$ cat src/rtl/request_latch_pkg.sv
// Shared definitions for the request latch: FSM encodings, default debounce
// length and the request FSM next-state function.
package request_latch_pkg;

  // Debounce length used across the traffic controller unless overridden.
  localparam int RL_DEBOUNCE_CYCLES_DEFAULT = 4;

  // Request FSM encodings (2'd3 is unused and recovers to RL_IDLE).
  typedef enum logic [1:0] {
    RL_IDLE     = 2'd0,
    RL_PENDING  = 2'd1,
    RL_WAIT_REL = 2'd2
  } rl_state_e;

  // Next state of the request FSM.
  // An ack in PENDING beats a simultaneous rise: the request is retired and
  // the FSM waits for a debounced release before it can re-arm.
  function automatic rl_state_e rl_next_state(input rl_state_e st,
                                              input logic      rise,
                                              input logic      ack,
                                              input logic      level);
    rl_state_e nxt;
    nxt = RL_IDLE;
    case (st)
      RL_IDLE: begin
        if (rise) begin
          nxt = RL_PENDING;
        end else begin
          nxt = RL_IDLE;
        end
      end
      RL_PENDING: begin
        if (ack) begin
          if (level) begin
            nxt = RL_WAIT_REL;
          end else begin
            nxt = RL_IDLE;
          end
        end else begin
          // A release/re-press without ack merges into the current request.
          nxt = RL_PENDING;
        end
      end
      RL_WAIT_REL: begin
        if (!level) begin
          nxt = RL_IDLE;
        end else begin
          nxt = RL_WAIT_REL;
        end
      end
      default: begin
        nxt = RL_IDLE;
      end
    endcase
    return nxt;
  endfunction

endpackage

$ cat src/rtl/request_latch_debounce_filter.sv
// Debounce filter: the registered level flips only after DEBOUNCE_CYCLES
// consecutive samples that differ from it; rise is a registered one-cycle
// strobe marking a 0->1 flip of the level.
module debounce_filter
  import request_latch_pkg::*;
#(
  parameter int DEBOUNCE_CYCLES = RL_DEBOUNCE_CYCLES_DEFAULT
) (
  input  logic clk,
  input  logic rst_n,
  input  logic in,
  output logic level,
  output logic rise
);

  localparam int CW = (DEBOUNCE_CYCLES > 1) ? $clog2(DEBOUNCE_CYCLES) : 1;
  localparam logic [CW-1:0] CNT_LAST = CW'(DEBOUNCE_CYCLES - 1);

  logic [CW-1:0] cnt_q;
  logic [CW-1:0] cnt_d;
  logic          level_q;
  logic          level_d;
  logic          rise_q;
  logic          rise_d;

  // Next debounce counter, level and rise strobe from the current sample.
  always_comb begin
    cnt_d   = cnt_q;
    level_d = level_q;
    if (in == level_q) begin
      cnt_d = '0;
    end else if (cnt_q == CNT_LAST) begin
      level_d = ~level_q;
      cnt_d   = '0;
    end else begin
      cnt_d = cnt_q + CW'(1);
    end
    rise_d = level_d & ~level_q;
  end

  // Debounce state registers; reset forces a low, quiet level.
  always_ff @(posedge clk or negedge rst_n) begin
    if (!rst_n) begin
      cnt_q   <= '0;
      level_q <= 1'b0;
      rise_q  <= 1'b0;
    end else begin
      cnt_q   <= cnt_d;
      level_q <= level_d;
      rise_q  <= rise_d;
    end
  end

  assign level = level_q;
  assign rise  = rise_q;

endmodule

$ cat src/rtl/request_latch.sv
// Request latch: debounces a synchronized request input, holds one request
// per debounced press until the controller acknowledges it, and counts
// presses in a saturating diagnostic counter.
module request_latch
  import request_latch_pkg::*;
#(
  parameter int DEBOUNCE_CYCLES = RL_DEBOUNCE_CYCLES_DEFAULT,
  parameter int CNT_W           = 8
) (
  input  logic             clk,
  input  logic             rst_n,
  input  logic             sync_in,
  input  logic             ack_i,
  input  logic             count_clr_i,
  output logic             level_o,
  output logic             req_o,
  output logic [CNT_W-1:0] press_count_o
);

  localparam logic [CNT_W-1:0] CNT_MAX = '1;

  logic             level_s;
  logic             rise_s;
  rl_state_e        state_q;
  rl_state_e        state_d;
  logic             req_q;
  logic [CNT_W-1:0] count_q;
  logic [CNT_W-1:0] count_d;

  debounce_filter #(
    .DEBOUNCE_CYCLES (DEBOUNCE_CYCLES)
  ) u_debounce (
    .clk   (clk),
    .rst_n (rst_n),
    .in    (sync_in),
    .level (level_s),
    .rise  (rise_s)
  );

  // FSM next state, shared by the state register and the registered req_o.
  always_comb begin
    state_d = rl_next_state(state_q, rise_s, ack_i, level_s);
  end

  // Request FSM; req_q is registered from the next state so it is high
  // exactly while the state register holds PENDING.
  always_ff @(posedge clk or negedge rst_n) begin
    if (!rst_n) begin
      state_q <= RL_IDLE;
      req_q   <= 1'b0;
    end else begin
      state_q <= state_d;
      req_q   <= (state_d == RL_PENDING);
    end
  end

  // Saturating press counter; clear takes priority over a same-cycle rise.
  always_comb begin
    count_d = count_q;
    if (count_clr_i) begin
      count_d = '0;
    end else if (rise_s && (count_q != CNT_MAX)) begin
      count_d = count_q + CNT_W'(1);
    end else begin
      count_d = count_q;
    end
  end

  // Press counter register.
  always_ff @(posedge clk or negedge rst_n) begin
    if (!rst_n) begin
      count_q <= '0;
    end else begin
      count_q <= count_d;
    end
  end

  assign level_o       = level_s;
  assign req_o         = req_q;
  assign press_count_o = count_q;

endmodule
$ cat config.mk
export PLATFORM = sky130hd
export DESIGN_NAME = request_latch
export DESIGN_NICKNAME = d
export VERILOG_FILES = /design/src/rtl/request_latch_pkg.sv /design/src/rtl/request_latch_debounce_filter.sv /design/src/rtl/request_latch.sv
export SDC_FILE = /design/constraint.sdc
export NUM_CORES = 1
export LEC_CHECK = 0
export CORE_MARGIN = 2
export CORE_UTILIZATION = 40
export CTS_CLUSTER_SIZE = 10
export DETAILED_ROUTE_END_ITERATION = 6
export GPL_TIMING_DRIVEN = 0
export PLACE_DENSITY = 0.69
export SYNTH_ARGS = -nofsm -noshare
export SYNTH_HDL_FRONTEND = slang
export SYNTH_SLANG_ARGS = --single-unit
$ cat constraint.sdc
create_clock -name clk -period 4.5 [get_ports clk]
set_input_delay 1.125 -clock clk [delete_from_list [all_inputs] [get_ports clk]]
set_output_delay 1.125 -clock clk [all_outputs]
set_load 0.01 [all_outputs]
Fig. 1: run 1, routed clock nets over the placement
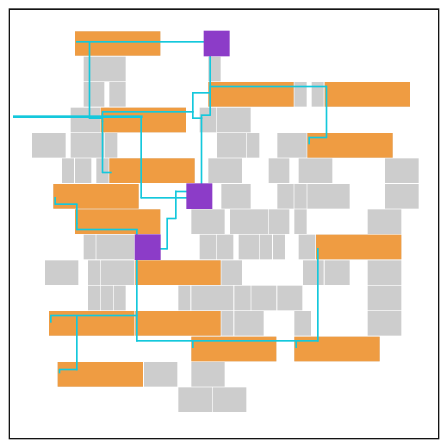
[flip-flops] orange | count: 15
[clock wires] cyan | length: 199 um
[clock drivers] purple | count: 3
routed clock nets: 4

Fig. 2: run 1, cells coloured by class
Bar = 10 um.
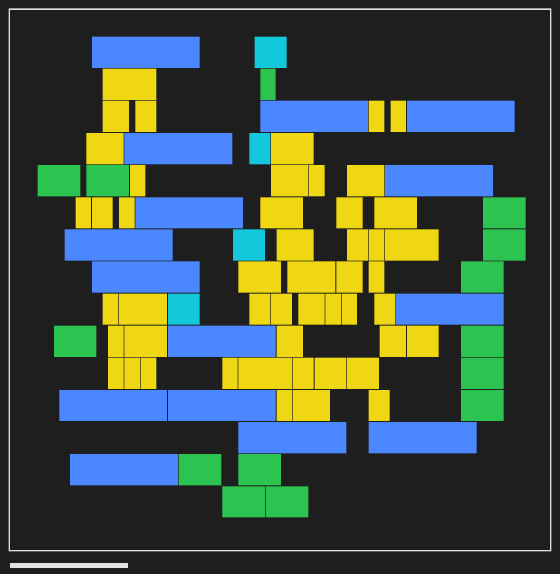
[remaining buffers and delay cells] green | cells: 14 | share of their area: 16%
[sequential cells] blue | cells: 15 | share of their area: 44%
[clock drivers and dummy loads] cyan | cells: 4 | share of their area: 3.2%
[combinational and other logic] yellow | cells: 49 | share of their area: 37%

==> changes_impl.md, run 1 <==
### Metrics

- Final core utilization: between 50% and 60%
- Required @ worst endpoint: 3.38 ns
- Clock sinks: 15
- Pre-Place Util: 41.3%
- HP Class: flop to flop
- Worst setup endpoint: press_count_o[4]
- Setup TNS: 0 ns
- Clk_lat worst skew: about 0.28 ns
- VDD IR-drop max: about 0.17 mV
- Fin crit share: ~55%
- Mux area share: 5.92%
- Buffering overhead: 15.3%
- R2R Setup Slk: around 2.9 ns
- Slew Limit Fails: 0
- N_taps: 17
- Sequential cell area share: 42.9%
- Vias: approximately 530
- Tally of OpenROAD warnings: 26
- Port-buffer cells: 13
- Hold path cells: 1
- WP data arrival: ~1.4 ns
- Sw Share: 27.6%
- WS Path Type: flop to output port
- Post-Synth Adder-Cell Area: between 3 and 4%
- Gr ovfl total: 0
- DP HPWL: ~900 um
- CP max-delay cell: clkdlybuf4s50_1
- Initial antenna violation count: 0
- Hold path startpoint: u_debounce.cnt_q[0]
- Top cells by count: dfrtp_1 (15), nor2_1 (10), nand2_1 (4)
- Least-Margin Pin Slew: between 0.6 and 0.7 ns
- Clock buffer count from CTS: 3
- Int Pwr: approximately 0.00021 W
- # DRC: 0
- Psw: between 0.00008 and 0.00009 W
- Worst reg-to-reg path cell count: 5
- WL per Instance: between 10 and 15 um
- Comb. cell area: just over 300 um2
- Most used logic cell in the final layout: dfrtp_1
- Site row count: 15
- Clock Tree Root: clkbuf_4
- Antenna diodes: 0
- Register area share after synthesis: a little over half
- Number of flops mapped to enable cells by yosys: 0
- Final WL: 1200 um
- Tmin final: 2.48 ns
- Setup bufs post-CTS: 0
- Top Ports: 15
- Fmax: 404 MHz
- DR pass1 iterations: 4
- Critical path capture point type: output port
- Reg-to-reg critical path startpoint: press_count_o[0]
- Mean Syn Cell Area: about 11 um2
- Gr usage total: between 10 and 15%
- Commonest flop: dfrtp_1
- Hold Violations, Final: 0
- Synth Area in Compound Gates: about a tenth
- Synthesis area per yosys: ~700 um2
- Initial DRC Count: 2
- Share of post-route cells with drive strength above 1: between 10% and 20%
- Power in combinational cells: around 0.000052 W
- Top pwr grp: sequential cells
- Cell taking the most area after synthesis: dfrtp_1
- Seq pwr share: 55.7%
- DR vias/cell: approximately 5.4
- Clock group: approximately 0.000078 W
- Crit. Startpoint: press_count_o[4]
- Combinational power share: 17.7%
- Nets: ~90
- Tot Pwr: between 0.0002 and 0.0003 W
- Chip Height: 45.7 um
- Top cell category: registers
- Ys async rst share: 100%
- Post-Synth XOR/XNOR Area: between 5 and 6%
- Max Fanout on Critical Path: 7
- Synthesized registers: 15
- Hold_ws: 0.442 ns
- CTS tree: yes
- Register area: 375 um2
- Clock-cell share: under 10%
- Flop count: 15
- Cell leakage power: roughly 0.40 nW
- Number of global-route vias before repair: approximately 500
- Total number of yosys warnings: 0
- Die width: approximately 46 um
- # Cells Yosys: 65
- Power Sequential: ~0.00016 W
- Startpoint Class: flop
- Comb area leader: simple AND/OR/NAND/NOR gates
- Logic inverters: 3
- H-tree depth: 1
- Worst hold path endpoint: u_debounce.cnt_q[0]
- Placer Congestion: between 0.8 and 0.9
- Most common cell in the netlist: dfrtp_1
- Power density cells: roughly 340 nW/um2
- CP max stage delay: 0.58 ns
- DP Cell Count: approximately 95
- MI comb cells: 46
- Clk pin slew, worst setup/hold paths: about 0.09 ns
- Non-clk bufs: 14
- Post-Syn Area: about 700 um2
- CP delay by family, top: buffers and inverters
- First-pass GRT wire length: 2010 um
- Status: complete, no violations
- Synth cell types: 26
- Finish-stage setup viols: 0
- Full die area: between 2000 and 2500 um2
- Most common logic cells in the final layout: dfrtp_1 (15), clkdlybuf4s50_1 (13), nor2_1 (10)
- Fraction of area in multi-input gates: between 30% and 40%
- Clock power frac: a little over a quarter
- Max_slew headroom: 55.6%
- Floorplan core area: 1690 um2
- Fillers: approximately 150
- Syn Nets: approximately 70
- Yosys simple share: between 10% and 20%
- CTS Hold Buffers Added: 0
- Synth area leaders: dfrtp_1 (54%), nor2_1 (5.4%), mux2i_1 (4.3%), ha_1 (3.6%), nand4_1 (2.7%)
- Setup Skew: about 0.0030 ns
- Critical Path Stages: 1
- Unrepaired setup endpoints after global routing: false
- Area grow syn2layout: 25.7%
- Max_cap viols: 0
- Worst r2r dst: press_count_o[5]
- # clk buffers: 3
- CP Buf/Inv Count: 1
- Longest Clk Path Bufs: 2
- Antenna Nets Post-Route: 0
- Dominant cell area share: 53.9%
- Post-Layout Cell Count: between 90 and 100
- Post_cts resized: 0
- Post-Syn Instances: roughly 65
- Largest net degree at the start of global routing: 16
- Worst-path cell chain: clkdlybuf4s50_1
Fig. 3: run 1, the metal 1 layer
Supply wires on this layer in grey. Cells faint in the background.
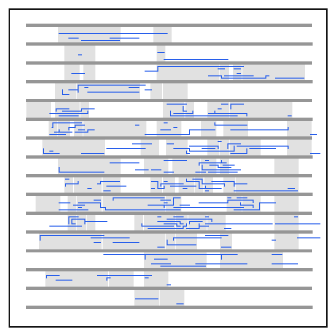
longest straight run: 19.3 um
main direction: horizontal

-- run 1: metal layers --
metal	GRT usage [%]	share of wire, %	routed length, um
met1	15.6	48	569
met2	23.1	49	591
met3	3.97	3.0	36
met4	6.86	0	0
met5	0	0	0
-- run 1: flip-flops by register name, indices dropped and copies added (netlist names) --
name / flops
state_q: 2
press_count_o: 8
u_debounce.cnt_q: 2
u_debounce.rise: 1
req_o: 1
u_debounce.level: 1
-- run 1: stage by stage --
step / worst slack [ns] / area (um2)
floorplan: 2.86 / 697
global placement: 2.34 / 848
detailed placement: 2.33 / 848
CTS: 2.01 / 876
global route: 1.97 / 876
finish: 2.02 / 876
==> run 2, diff against run 1 <==
Clock period 4.5 ns to 2.5 ns, I/O delays scaled along.
Fig. 4: run 2, cells coloured by class
Bar = 10 um.
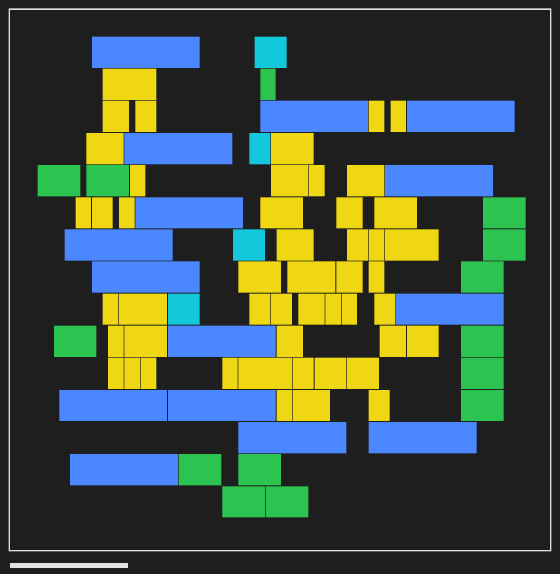
[sequential cells] blue | cells: 15 | share of their area: 44%
[remaining buffers and delay cells] green | cells: 14 | share of their area: 16%
[combinational and other logic] yellow | cells: 49 | share of their area: 37%
[clock drivers and dummy loads] cyan | cells: 4 | share of their area: 3.2%

Fig. 5: run 2, drive-strength map
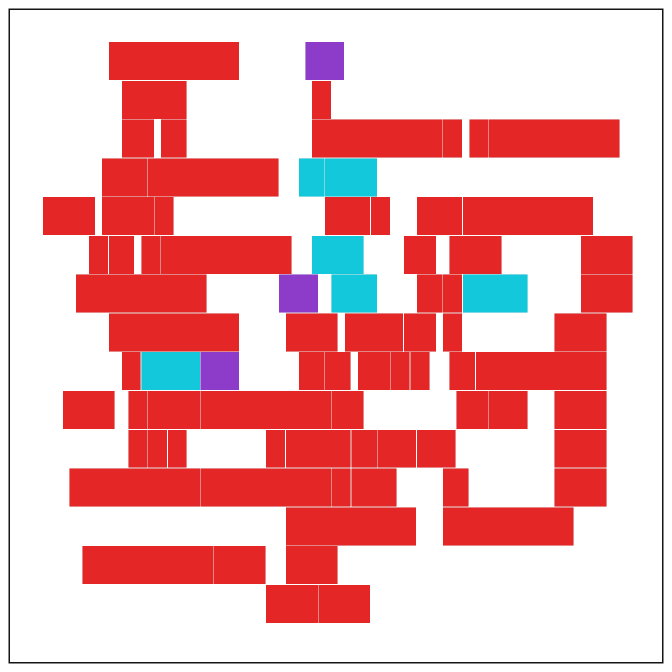
[_3 and _4 cells] purple | cells: 3
[_2 cells] cyan | cells: 6
[_0 and _1 cells] red | cells: 73

==> changes_impl.md, run 2 <==
### Metrics

- Non-clk bufs: 14
- # Cells Yosys: roughly 65
- Startpoint Class: flop
- Fraction of area in multi-input gates: between 30% and 40%
- Clock-cell share: under 10%
- Fmax: slightly above 500 MHz
- Post-Syn Instances: 65
- Worst reg-to-reg path cell count: 5
- Die width: 45.7 um
- Initial DRC Count: 2
- HP Class: flop to flop
- # DRC: 0
- DR pass1 iterations: 4
- Comb. cell area: ~310 um2
- Buffering overhead: 15.3%
- Top cell category: registers
- Least-Margin Pin Slew: 0.663 ns
- Hold Violations, Final: 0
- Max_slew headroom: 55.6%
- Setup bufs post-CTS: 0
- Longest Clk Path Bufs: 2
- Max Fanout on Critical Path: 7
- Logic inverters: 3
- DR vias/cell: roughly 5.4
- Ys async rst share: 100%
- MI comb cells: roughly 46
- Sequential cell area share: 42.9%
- Hold path startpoint: u_debounce.cnt_q[0]
- Worst-path cell chain: clkdlybuf4s50_1
- Tally of OpenROAD warnings: 26
- Full die area: around 2100 um2
- Share of post-route cells with drive strength above 1: a little over a tenth
- Flop count: 15
- WL per Instance: between 10 and 15 um
- Final WL: 1200 um
- Post-Synth Adder-Cell Area: between 3 and 4%
- Tot Pwr: roughly 0.00053 W
- Setup TNS: 0 ns
- Register area share after synthesis: 53.9%
- Comb area leader: simple AND/OR/NAND/NOR gates
- M3 GR Usage: 3.97%
- GRT met2 Usage: between 20% and 30%
- CP delay by family, top: buffers and inverters
- Critical path capture point type: output port
- Status: complete, no violations
- Power density cells: around 600 nW/um2
- Setup WS pre-CTS: just over 0.8 ns
- Max_cap viols: 0
- Fillers: approximately 150
- Chip Height: 45.7 um
- Placer Congestion: approximately 0.85
- Slew Limit Fails: 0
- Finish-stage setup viols: 0
- Total number of yosys warnings: 0
- Clock sinks: 15
- Top Ports: 15
- Number of flops mapped to enable cells by yosys: 0
- Synthesized registers: 15
- Max reg flops: 8
- Register area: approximately 380 um2
- Unrepaired setup endpoints after global routing: false
- Post_cts resized: 0
- DP Cell Count: roughly 95
- Floorplan core area: between 1500 and 2000 um2
- WS Path Type: flop to output port
- First-pass GRT wire length: 2010 um
- N_taps: 17
- CP max stage delay: between 0.5 and 0.6 ns
- DP HPWL: approximately 900 um
- Synth area leaders: dfrtp_1 (54%), nor2_1 (5.4%), mux2i_1 (4.3%), ha_1 (3.6%), nand4_1 (2.7%)
- Clk pin slew, worst setup/hold paths: 0.09 ns
- Fin crit share: about four fifths
- Site row count: 15
- Commonest flop: dfrtp_1
- DP Area: roughly 850 um2
- CP Buf/Inv Count: 1
- Top cells by count: dfrtp_1 (15), nor2_1 (10), nand2_1 (4)
- Required @ worst endpoint: roughly 1.9 ns
- Worst r2r dst: press_count_o[5]
- Port-buffer cells: 13
- Largest net degree at the start of global routing: 16
- Most common cell in the netlist: dfrtp_1
- VDD IR-drop max: slightly above 0.3 mV
- Antenna diodes: 0
- CTS Hold Buffers Added: 0
- Gr ovfl total: 0
- Most common logic cells in the final layout: dfrtp_1 (15), clkdlybuf4s50_1 (13), nor2_1 (10)
- H-tree depth: 1
- Syn Nets: 72
- Mean Syn Cell Area: about 11 um2
- Vias: roughly 530
- Yosys simple share: about a fifth
- Gr usage total: 13.7%
- WL met2: approximately 590 um
## run 2: where the power goes
part           total (W)  internal (W)  switching, W
Sequential      0.000295      0.000272     0.0000228
Combinational  0.0000938     0.0000519     0.0000419
Clock           0.000141     0.0000594     0.0000815
## run 2: how the worst max path moves through the flow
| stage | slack, ns | cells past startpoint | start | endpoint |
|---|---|---|---|---|
| after global placement | 0.84 | 1 | press_count_o[4] | press_count_o[4] |
| final | 0.52 | 1 | press_count_o[4] | press_count_o[4] |
| after floorplan | 0.96 | 5 | press_count_o[0] | press_count_o[5] |
| after global routing | 0.47 | 1 | press_count_o[4] | press_count_o[4] |
| after detailed placement | 0.83 | 1 | press_count_o[4] | press_count_o[4] |
| after CTS | 0.51 | 1 | press_count_o[4] | press_count_o[4] |
No activity file was given, so power comes from the tool's default toggle rates.
